==> run_1/m3.png <==
Scale bar: 100 um.
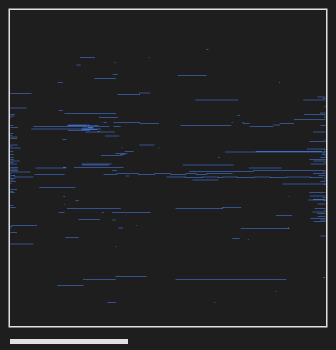
==> run_1/m1.png <==
Cells faint in the background.
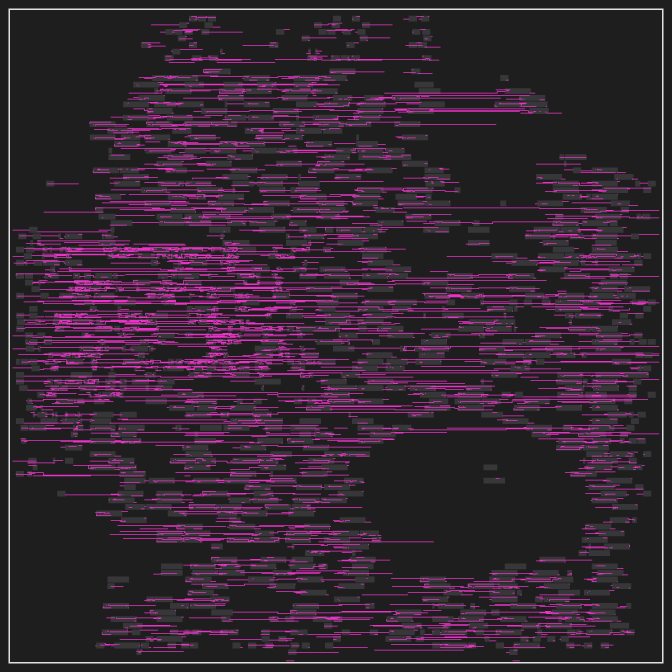
==> run_1/clock_nets.png <==
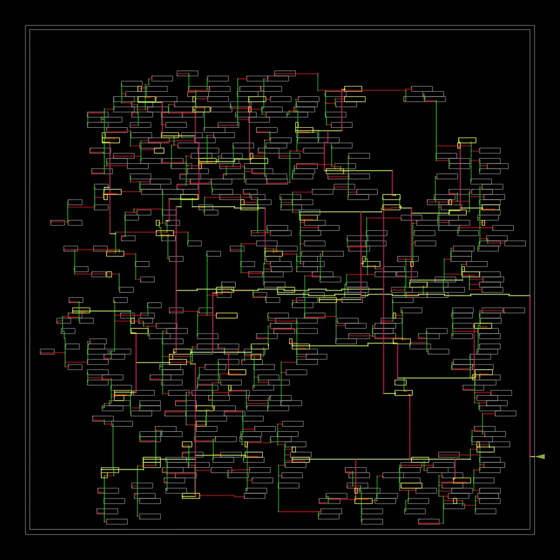
**src/rtl/core_fetch_pkg.sv**
```systemverilog
// rtl/core_fetch_pkg.sv - shared constants and entry type for the instruction fetch front end
package core_fetch_pkg;

    // Instruction presented to the core while the prefetch queue is empty (addi x0, x0, 0).
    localparam logic [31:0] NOP_INSTR = 32'h0000_0013;

    typedef struct packed {
        logic [31:0] pc;
        logic [31:0] instr;
    } fetch_entry_t;

endpackage

```
**src/rtl/prefetch_fifo.sv**
```systemverilog
// rtl/prefetch_fifo.sv - synchronous FIFO with flush, occupancy count and combinational head
//
// Ports:
//   clk        core clock
//   reset      synchronous active-high reset, empties the FIFO
//   flush      synchronous clear; overrides push and pop in the same cycle
//   push       write push_data at the tail (dropped only when full with no pop)
//   push_data  entry to write
//   pop        remove the head entry (ignored when empty)
//   count      number of stored entries, 0..DEPTH
//   head       oldest entry; undefined contents when count == 0
module prefetch_fifo
    import core_fetch_pkg::*;
#(
    parameter int  DEPTH   = 4,
    parameter type entry_t = fetch_entry_t
) (
    input  logic                         clk,
    input  logic                         reset,
    input  logic                         flush,
    input  logic                         push,
    input  entry_t                       push_data,
    input  logic                         pop,
    output logic [$clog2(DEPTH+1)-1:0]   count,
    output entry_t                       head
);

    localparam int AW = $clog2(DEPTH);
    localparam int CW = $clog2(DEPTH + 1);
    localparam logic [CW-1:0] FULL_CNT = CW'(DEPTH);

    entry_t          mem [DEPTH];
    logic [AW-1:0]   rd_ptr;
    logic [AW-1:0]   wr_ptr;
    logic [CW-1:0]   cnt_q;
    logic            pop_ok;
    logic            push_ok;
    logic            clear;

    assign clear   = reset | flush;
    assign pop_ok  = pop & (cnt_q != '0);
    // A push into a full FIFO is fine when the head leaves in the same cycle:
    // wr_ptr == rd_ptr then, and the freed slot becomes the new tail.
    assign push_ok = push & ((cnt_q != FULL_CNT) | pop_ok);

    // Pointers wrap naturally because DEPTH is a power of two.
    always_ff @(posedge clk) begin
        if (clear) begin
            rd_ptr <= '0;
            wr_ptr <= '0;
            cnt_q  <= '0;
        end else begin
            if (push_ok) begin
                wr_ptr <= wr_ptr + AW'(1);
            end
            if (pop_ok) begin
                rd_ptr <= rd_ptr + AW'(1);
            end
            cnt_q <= cnt_q + CW'(push_ok) - CW'(pop_ok);
        end
    end

    // Storage has no reset; only the pointers define what is valid.
    always_ff @(posedge clk) begin
        if (push_ok && !clear) begin
            mem[wr_ptr] <= push_data;
        end
    end

    assign count = cnt_q;
    assign head  = mem[rd_ptr];

endmodule

```
**src/rtl/instr_prefetch_buffer.sv**
```systemverilog
// rtl/instr_prefetch_buffer.sv - sequential instruction prefetcher with in-order response queue and redirect flush
//
// Ports:
//   clk          core clock
//   reset        synchronous active-high reset
//   redirect     taken branch/jump from X stage
//   redirect_pc  new fetch address
//   fetch_ready  core accepts the head instruction this cycle
//   instr_f      head instruction, NOP when empty
//   fetch_pc     PC of head instruction, next prefetch PC when empty
//   instr_valid  head entry valid
//   fetch_stall  queue empty, core must hold F
//   imem_req     request valid
//   imem_addr    request word address
//   imem_gnt     memory accepts the request this cycle
//   imem_rvalid  in-order response valid
//   imem_rdata   response instruction
module instr_prefetch_buffer
    import core_fetch_pkg::*;
#(
    parameter int          DEPTH    = 4,
    parameter logic [31:0] RESET_PC = 32'h0000_0000
) (
    input  logic        clk,
    input  logic        reset,
    input  logic        redirect,
    input  logic [31:0] redirect_pc,
    input  logic        fetch_ready,
    output logic [31:0] instr_f,
    output logic [31:0] fetch_pc,
    output logic        instr_valid,
    output logic        fetch_stall,
    output logic        imem_req,
    output logic [31:0] imem_addr,
    input  logic        imem_gnt,
    input  logic        imem_rvalid,
    input  logic [31:0] imem_rdata
);

    localparam int CW = $clog2(DEPTH + 1);
    localparam logic [CW:0] CREDITS = (CW+1)'(DEPTH);

    logic [31:0]   pf_pc;
    logic [CW-1:0] q_count;
    logic [CW-1:0] out_cnt;
    logic [CW-1:0] drop_cnt;
    logic [CW:0]   credit_used;
    fetch_entry_t  q_head;
    fetch_entry_t  q_push_data;
    logic [31:0]   tag_head;
    logic          req_fire;
    logic          rsp_fire;
    logic          rsp_keep;
    logic          q_push;
    logic          q_pop;

    // Every queue slot is reserved at request time, so a response can always be written.
    assign credit_used = {1'b0, q_count} + {1'b0, out_cnt};
    assign imem_req    = ~reset & ~redirect & (credit_used < CREDITS);
    assign imem_addr   = pf_pc;
    assign req_fire    = imem_req & imem_gnt;

    // Responses only count against requests we are still tracking; anything
    // from before a reset is outside that set.
    assign rsp_fire    = imem_rvalid & (out_cnt != '0);
    assign rsp_keep    = rsp_fire & (drop_cnt == '0) & ~redirect;

    assign q_push      = rsp_keep;
    assign q_pop       = instr_valid & fetch_ready & ~redirect;
    assign q_push_data = '{pc: tag_head, instr: imem_rdata};

    prefetch_fifo #(
        .DEPTH   (DEPTH),
        .entry_t (fetch_entry_t)
    ) u_instr_q (
        .clk       (clk),
        .reset     (reset),
        .flush     (redirect),
        .push      (q_push),
        .push_data (q_push_data),
        .pop       (q_pop),
        .count     (q_count),
        .head      (q_head)
    );

    // PC tags of granted requests; never flushed on redirect because stale
    // responses still arrive and must pop their tags in order.
    prefetch_fifo #(
        .DEPTH   (DEPTH),
        .entry_t (logic [31:0])
    ) u_pc_fifo (
        .clk       (clk),
        .reset     (reset),
        .flush     (1'b0),
        .push      (req_fire),
        .push_data (pf_pc),
        .pop       (rsp_fire),
        .count     (out_cnt),
        .head      (tag_head)
    );

    always_ff @(posedge clk) begin
        if (reset) begin
            pf_pc    <= RESET_PC;
            drop_cnt <= '0;
        end else if (redirect) begin
            // No grant can happen this cycle, so whatever remains in flight
            // after this edge is stale.
            pf_pc    <= redirect_pc;
            drop_cnt <= out_cnt - CW'(rsp_fire);
        end else begin
            if (req_fire) begin
                pf_pc <= pf_pc + 32'd4;
            end
            if (rsp_fire && (drop_cnt != '0)) begin
                drop_cnt <= drop_cnt - CW'(1);
            end
        end
    end

    assign instr_valid = (q_count != '0);
    assign fetch_stall = ~instr_valid;
    assign instr_f     = instr_valid ? q_head.instr : NOP_INSTR;
    assign fetch_pc    = instr_valid ? q_head.pc    : pf_pc;

endmodule

```
**config.mk**
```make
export PLATFORM = sky130hd
export DESIGN_NAME = instr_prefetch_buffer
export DESIGN_NICKNAME = d
export VERILOG_FILES = /design/src/rtl/core_fetch_pkg.sv /design/src/rtl/prefetch_fifo.sv /design/src/rtl/instr_prefetch_buffer.sv
export SDC_FILE = /design/constraint.sdc
export NUM_CORES = 1
export LEC_CHECK = 0
export ABC_CLOCK_PERIOD_IN_PS = 8000
export CAP_MARGIN = 20
export CORE_MARGIN = 2
export CORE_UTILIZATION = 25
export DETAILED_ROUTE_END_ITERATION = 8
export PLACE_DENSITY = 0.45
export RECOVER_POWER = 50
export SLEW_MARGIN = 20
export SYNTH_ARGS = -nofsm -noshare
export SYNTH_HDL_FRONTEND = slang
export SYNTH_SLANG_ARGS = --single-unit
```
**constraint.sdc**
```tcl
create_clock -name clk -period 8 [get_ports clk]
set_input_delay 1.6 -clock clk [delete_from_list [all_inputs] [get_ports clk]]
set_output_delay 1.6 -clock clk [all_outputs]
set_load 0.02 [all_outputs]
```
==> flow_metrics.env, run 1 <==
# source this file to load flow results
export IMPL_buffer_area_frac=0.0809
export IMPL_largest_area_cell="edfxtp_1"
export IMPL_reg2reg_from="u_instr_q.count[1]"
export IMPL_num_vias=9167
export IMPL_cts_buffer_depth=3
export IMPL_top_cell_area_share=0.658
export IMPL_cp_slowest_cell="clkdlybuf4s50_1"
export IMPL_avgSynthCellArea_um2=18.5
export IMPL_multiInputCombCellCount=426
export IMPL_finalMaxSlewViolations=58
export IMPL_nFillCells=6853
export IMPL_largest_register="u_instr_q.mem"
export IMPL_cts_htree_levels=2
export IMPL_yosysWarnings=0
export IMPL_root_buffer="clkbuf_16"
export IMPL_pwr_share_comb=0.113
export IMPL_synthTopLogicFamily="multiplexers"
export IMPL_drv_cap=2
export IMPL_grt_pass1_wl_um=65700
export IMPL_cp_arrival_ns=3.42
export IMPL_cp_max_fo=68
export IMPL_taps=940
export IMPL_slew_headroom=-0.631
export IMPL_rr_endpoint="imem_addr[16]"
export IMPL_yosys_area_share_simple=0.0563
export IMPL_mux_share=0.149
export IMPL_fin_util=0.314
export IMPL_violations="capacitance limit, slew limit"
export IMPL_dp_cells=2017
export IMPL_largest_reg_flops=256
export IMPL_critPathLaunch="redirect"
export IMPL_endpoint_kind="output pin"
export IMPL_lay_top_count="edfxtp_1"
export IMPL_die_area_mm2=0.0722
export IMPL_place_area_mm2=0.0203
export IMPL_area_leaders="edfxtp_1, mux4_2, dfxtp_1"
export IMPL_dp_hpwl_um=27400
export IMPL_ctsResizeCount=0
export IMPL_syn_area_mm2=0.0175
export IMPL_postRouteWirelength_um=45200
export IMPL_ant_nets=0
export IMPL_largest_cell_class="sequential cells"
export IMPL_synth_seq_share=0.719
export IMPL_ys_types=56
export IMPL_power_density_mw_per_mm2=254
export IMPL_nonClockInverterCount=35
export IMPL_grtUsageMet1=0.172
export IMPL_synth_flop_count=437
export IMPL_first_iter_violations=614
export IMPL_worstPathCellList="buf_2, buf_4, or2_2, nor3_1, clkdlybuf4s50_1"
export IMPL_worst_pin_slew_ns=2.44
export IMPL_final_cell_mix="edfxtp_1, clkdlybuf4s50_1, mux4_2"
export IMPL_combinationalPower_uw=626
export IMPL_num_clock_buffers=72
export IMPL_ys_cells=945
export IMPL_seq_share=0.577
export IMPL_rrSetupSlack_ns=4.19
export IMPL_route_met3_wl_um=2430
export IMPL_timing_hold_ws_ns=0.522
export IMPL_ioPinCount=169
export IMPL_synth_dominant_cell_count="edfxtp_1"
export IMPL_syn2layout_area_growth_pct=24.7
export IMPL_first_pass_iters=5
export IMPL_crit_type="in2out"
export IMPL_hp_start="u_instr_q.wr_ptr[1]"
export IMPL_setup_ws_ns=2.98
export IMPL_max_stage_delay_ns=0.65
export IMPL_reg2reg_depth=6
export IMPL_min_delay_path_depth=2
export IMPL_portBuffers=168
export IMPL_p_seq_mw=2.72
export IMPL_max_vdd_ir_drop_mv=0.105
export IMPL_outcome="finished with violations"
export IMPL_layout_nets=1220
export IMPL_register_area_mm2=0.0126
export IMPL_grt_max_degree=69
export IMPL_cp_start_kind="input pin"
export IMPL_min_period_over_period=0.627
export IMPL_top_usage_layer="met2"
export IMPL_cts_tree="done"
export IMPL_initCoreUtil=0.252
export IMPL_clock_sinks=437
export IMPL_compound_area_frac=0.0295
export IMPL_groute_usage_overall=0.126
export IMPL_buffers=180
export IMPL_place_gp_congestion=0.774
export IMPL_pwr_share_seq=0.490
export IMPL_rsz0062_at_grt="false"
export IMPL_pre_cts_slack_ns=2.97
export IMPL_warnings=33
export IMPL_antennaDiodeCount=0
export IMPL_design_area_mm2=0.0218
export IMPL_async_reset_ff_frac=0
export IMPL_clockNetworkAreaShare=0.0723
export IMPL_setup_violations=0
export IMPL_xor_share=0.0120
export IMPL_top_cells_by_count="edfxtp_1, mux4_2, dfxtp_1"
export IMPL_path_depth=5
export IMPL_period_minus_slack_ns=5.02
export IMPL_holdPathEnd="u_instr_q.wr_ptr[1]"
export IMPL_clk_pin_slew_worst_paths_ns=0.06
export IMPL_topRoutingLayerUsed="met4"
export IMPL_max_freq_mhz=199
export IMPL_fin_skew_ns=0.0270
export IMPL_ys_sh_adder=0.0159
export IMPL_sh_comb_area=0.210
export IMPL_avgViaCountPerCell=4.35
export IMPL_path_buffers=3
export IMPL_rows=97
export IMPL_crit_required_ns=6.40
export IMPL_logic_area_mm2=0.00459
export IMPL_hold_buffers=0
export IMPL_dieWidth_um=269
export IMPL_antenna_found_initial=0
export IMPL_syn_nets=1036
## Picture notes: m3.png
longest straight run	93.8 um
main direction	horizontal

## Picture notes: m1.png
longest straight run	118 um
share of all routed wire	46%
main direction	horizontal

## Picture notes: clock_nets.png
worst skew pair latency: 0.58 ns
reported clock group power: 2.21 mW
total CTS buffers: 49
flip-flops: 437

==> run 2, diff against run 1 <==
--- a/config.mk
+++ b/config.mk
@@ -5,7 +5,7 @@
 export SDC_FILE = /design/constraint.sdc
 export NUM_CORES = 1
 export LEC_CHECK = 0
-export ABC_CLOCK_PERIOD_IN_PS = 8000
+export ABC_CLOCK_PERIOD_IN_PS = 4780
 export CAP_MARGIN = 20
 export CORE_MARGIN = 2
 export CORE_UTILIZATION = 25
==> constraint.sdc (replaced) <==
create_clock -name clk -period 4.78 [get_ports clk]
set_input_delay 0.956 -clock clk [delete_from_list [all_inputs] [get_ports clk]]
set_output_delay 0.956 -clock clk [all_outputs]
set_load 0.02 [all_outputs]
==> run 2 against run 1 <==
Against the previous run: the flow still finishes with violations (capacitance limit, slew limit); clock power grew 69%; flip-flop count unchanged; combinational power grew 68%; worst hold slack hardly changed; synthesized cell count stayed put; cell area grew 0.85%; sequential share of layout area is 0.49 points lower; worst setup slack got worse by 2.4 ns; area after synthesis unchanged; total power up 68%; final cell count is 0.66% higher; critical path type is now in2reg.
==> flow_metrics.env, run 2 <==
# source this file to load flow results
export IMPL_outcome="finished with violations"
export IMPL_violations="capacitance limit, slew limit"
export IMPL_top_usage_layer="met2"
export IMPL_combinationalPower_mw=1.05
export IMPL_dp_hpwl_um=29500
export IMPL_clock_sinks=437
export IMPL_drv_cap=3
export IMPL_ys_types=56
export IMPL_xor_share=0.0120
export IMPL_ctsResizeCount=0
export IMPL_yosysWarnings=0
export IMPL_power_density_mw_per_mm2=424
export IMPL_antennaDiodeCount=0
export IMPL_cts_htree_levels=2
export IMPL_reg2reg_depth=5
export IMPL_yosys_area_share_simple=0.0563
export IMPL_clk_pin_slew_worst_paths_ns=0.06
export IMPL_synth_flop_count=437
export IMPL_slew_headroom=-0.665
export IMPL_place_gp_congestion=0.773
export IMPL_cp_max_fo=38
export IMPL_portBuffers=168
export IMPL_route_met3_wl_um=2400
export IMPL_rows=97
export IMPL_ys_sh_adder=0.0159
export IMPL_timing_hold_ws_ns=0.522
export IMPL_clockNetworkAreaShare=0.0724
export IMPL_dieWidth_um=269
export IMPL_first_pass_iters=5
export IMPL_path_buffers=2
export IMPL_worstPathCellList="dlygate4sd3_1, o31a_1, nand4_1, nor2_1, and2_0, buf_12"
export IMPL_pre_cts_slack_ns=1.18
export IMPL_fin_util=0.316
export IMPL_initCoreUtil=0.252
export IMPL_max_vdd_ir_drop_mv=0.229
export IMPL_rsz0062_at_grt="false"
export IMPL_dp_cells=2032
export IMPL_flops=437
export IMPL_path_depth=6
export IMPL_syn_nets=1036
export IMPL_postRouteWirelength_um=45300
export IMPL_setup_ws_ns=0.568
export IMPL_synth_dominant_cell_count="edfxtp_1"
export IMPL_cts_made_buffers=48
export IMPL_ant_nets=0
export IMPL_p_clk_mw=3.73
export IMPL_mux_share=0.149
export IMPL_avgViaCountPerCell=4.41
export IMPL_pwr_share_seq=0.488
export IMPL_buffers=194
export IMPL_design_area_mm2=0.0220
export IMPL_sh_comb_area=0.208
export IMPL_p_seq_mw=4.56
export IMPL_synthTopLogicFamily="multiplexers"
export IMPL_clk_latency_ns=0.59
export IMPL_grt_pass1_wl_um=66200
export IMPL_largest_reg_flops=256
export IMPL_ys_cells=945
export IMPL_final_cell_mix="edfxtp_1, clkdlybuf4s50_1, mux4_2"
export IMPL_nonClockInverterCount=35
export IMPL_topRoutingLayerUsed="met5"
export IMPL_cts_buffer_depth=3
export IMPL_min_period_over_period=0.881
export IMPL_hp_start="u_instr_q.wr_ptr[1]"
export IMPL_endpoint_kind="flop"
export IMPL_largest_register="u_instr_q.mem"
export IMPL_finalMaxSlewViolations=78
export IMPL_min_delay_path_depth=2
export IMPL_rrSetupSlack_ns=1.02
==> run_2/m4.png <==
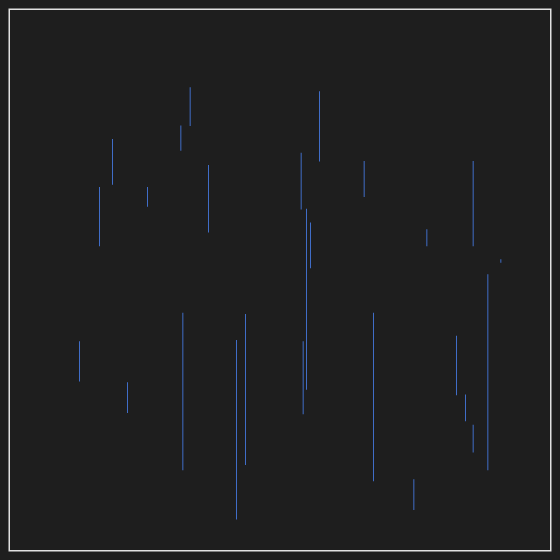
wire length on this layer	934 um
nets with wire on the layer	9

==> run_2/m1.png <==
Cells faint in the background.
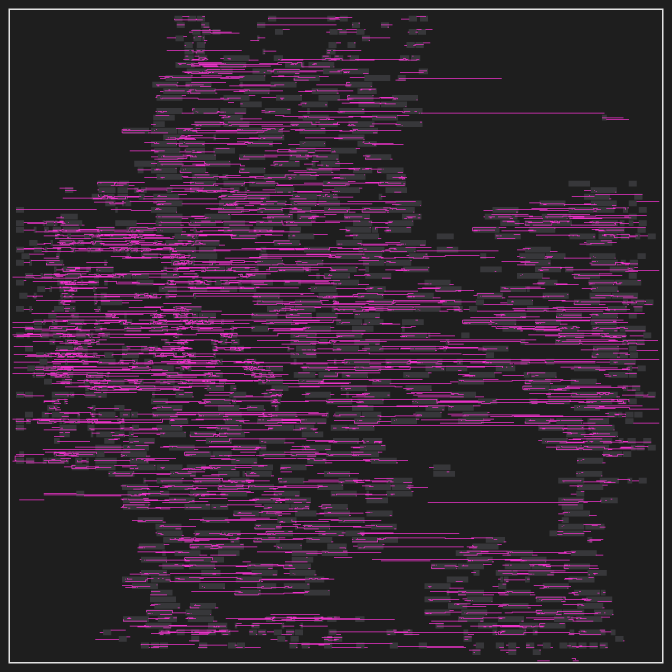

==> run 3, diff against run 2 <==
--- a/config.mk
+++ b/config.mk
@@ -5,7 +5,7 @@
 export SDC_FILE = /design/constraint.sdc
 export NUM_CORES = 1
 export LEC_CHECK = 0
-export ABC_CLOCK_PERIOD_IN_PS = 4780
+export ABC_CLOCK_PERIOD_IN_PS = 4450
 export CAP_MARGIN = 20
 export CORE_MARGIN = 2
 export CORE_UTILIZATION = 25
==> constraint.sdc (replaced) <==
create_clock -name clk -period 4.45 [get_ports clk]
set_input_delay 0.89 -clock clk [delete_from_list [all_inputs] [get_ports clk]]
set_output_delay 0.89 -clock clk [all_outputs]
set_load 0.02 [all_outputs]
==> run_3/m1.png <==
Cells faint in the background.
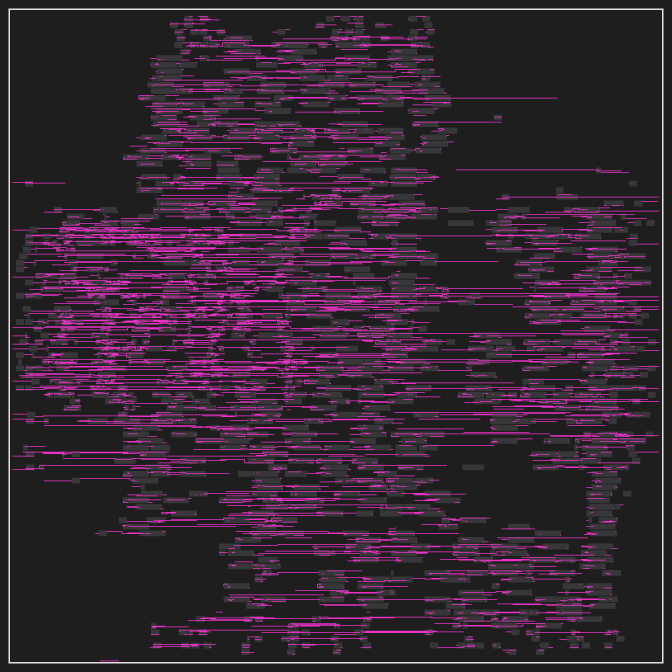
share of all routed wire	47%
longest straight run	97.1 um
wire length on this layer	21.5 mm
nets with wire on the layer	1127

==> run 3 against run 2 <==
Against the previous run: the flow still finishes with violations (capacitance limit, slew limit); non-clock buffer count is 3 lower; flip-flop count stayed put; critical path depth increased by 1; synthesized cell count unchanged; clock-buffer cell count down 12; worst hold slack gained 0.010 ns; combinational power up 9%; clock power rose by 4%; total power grew 6.0%; first-iteration DRC count fell by 1.9%; largest power group unchanged.
==> flow_metrics.env, run 3 <==
# source this file to load flow results
export IMPL_route_met3_wl_um=2290
export IMPL_path_depth=7
export IMPL_largest_reg_flops=256
export IMPL_setup_violations=0
export IMPL_synth_flop_count=437
export IMPL_clk_latency_ns=0.59
export IMPL_crit_type="in2reg"
export IMPL_max_vdd_ir_drop_mv=0.251
export IMPL_critPathLaunch="redirect"
export IMPL_ys_types=56
export IMPL_first_iter_violations=571
export IMPL_layout_nets=1230
export IMPL_buffer_area_frac=0.0874
export IMPL_ys_cells=945
export IMPL_clk_pin_slew_worst_paths_ns=0.06
export IMPL_first_pass_iters=4
export IMPL_worstPathCellList="clkbuf_1, clkbuf_1, or4b_1, nor2_2, nor2_1, a211oi_1, a211oi_1"
export IMPL_syn_area_mm2=0.0175
export IMPL_yosys_area_share_simple=0.0563
export IMPL_top_cell_area_share=0.658
export IMPL_nonClockInverterCount=35
export IMPL_ctsResizeCount=0
export IMPL_postRouteWirelength_um=45600
export IMPL_pre_cts_slack_ns=0.904
export IMPL_groute_usage_overall=0.126
export IMPL_nFillCells=6801
export IMPL_endpoint_kind="flop"
export IMPL_rsz0062_at_grt="false"
export IMPL_largest_area_cell="edfxtp_1"
export IMPL_grt_max_degree=67
export IMPL_yosysWarnings=0
export IMPL_grtUsageMet1=0.176
export IMPL_top_cells_by_count="edfxtp_1, mux4_2, dfxtp_1"
export IMPL_compound_area_frac=0.0295
export IMPL_cts_made_buffers=48
export IMPL_syn_nets=1036
export IMPL_reg2reg_from="u_pc_fifo.count[2]"
export IMPL_async_reset_ff_frac=0
export IMPL_cp_start_kind="input pin"
export IMPL_rrSetupSlack_ns=0.87
export IMPL_reg2reg_depth=5
export IMPL_timing_hold_ws_ns=0.532
export IMPL_core_mm2=0.0697
export IMPL_ys_sh_adder=0.0159
export IMPL_topRoutingLayerUsed="met4"
export IMPL_dp_hpwl_um=29100
export IMPL_taps=940
export IMPL_num_clock_buffers=54
export IMPL_p_seq_mw=4.90
export IMPL_warnings=33
export IMPL_root_buffer="clkbuf_16"
export IMPL_holdPathEnd="u_instr_q.wr_ptr[1]"
export IMPL_portBuffers=168
export IMPL_max_stage_delay_ns=0.91
export IMPL_cp_arrival_ns=4.49
export IMPL_clockNetworkAreaShare=0.0706
export IMPL_rr_endpoint="u_instr_q.mem[2][21]"
export IMPL_area_leaders="edfxtp_1, mux4_2, dfxtp_1"
export IMPL_hold_violations=0
export IMPL_seq_share=0.574
export IMPL_rows=97
export IMPL_fin_skew_ns=0.0317
export IMPL_flops=437
export IMPL_ant_nets=0
export IMPL_ioPinCount=169
export IMPL_power_density_mw_per_mm2=451
export IMPL_violations="capacitance limit, slew limit"
export IMPL_setup_ws_ns=0.426
export IMPL_avgViaCountPerCell=4.41
export IMPL_period_minus_slack_ns=4.02
export IMPL_cts_buffer_depth=3
export IMPL_initCoreUtil=0.252
export IMPL_pwr_share_comb=0.115
export IMPL_min_period_over_period=0.904
export IMPL_largest_cell_class="sequential cells"
export IMPL_fin_util=0.315
export IMPL_outcome="finished with violations"
export IMPL_p_clk_mw=3.87
export IMPL_finalMaxSlewViolations=127
export IMPL_design_area_mm2=0.0220
export IMPL_place_area_mm2=0.0205
export IMPL_antenna_found_initial=2
export IMPL_place_gp_congestion=0.754
export IMPL_hold_buffers=0
export IMPL_cp_max_fo=24
export IMPL_avgSynthCellArea_um2=18.5
export IMPL_num_vias=9340
export IMPL_multiInputCombCellCount=426
export IMPL_final_cell_mix="edfxtp_1, clkdlybuf4s50_1, mux4_2"
export IMPL_cp_slowest_cell="nor2_2"
export IMPL_logic_area_mm2=0.00458
export IMPL_clock_sinks=437
export IMPL_min_delay_path_depth=2
export IMPL_synth_dominant_cell_count="edfxtp_1"
export IMPL_slew_headroom=-0.691
export IMPL_combinationalPower_mw=1.14
export IMPL_synth_seq_share=0.719
export IMPL_die_area_mm2=0.0722
export IMPL_synthTopLogicFamily="multiplexers"
export IMPL_xor_share=0.0120
export IMPL_dieWidth_um=269
export IMPL_drv_cap=4
export IMPL_syn2layout_area_growth_pct=25.3
Power and IR drop assume default switching activity.
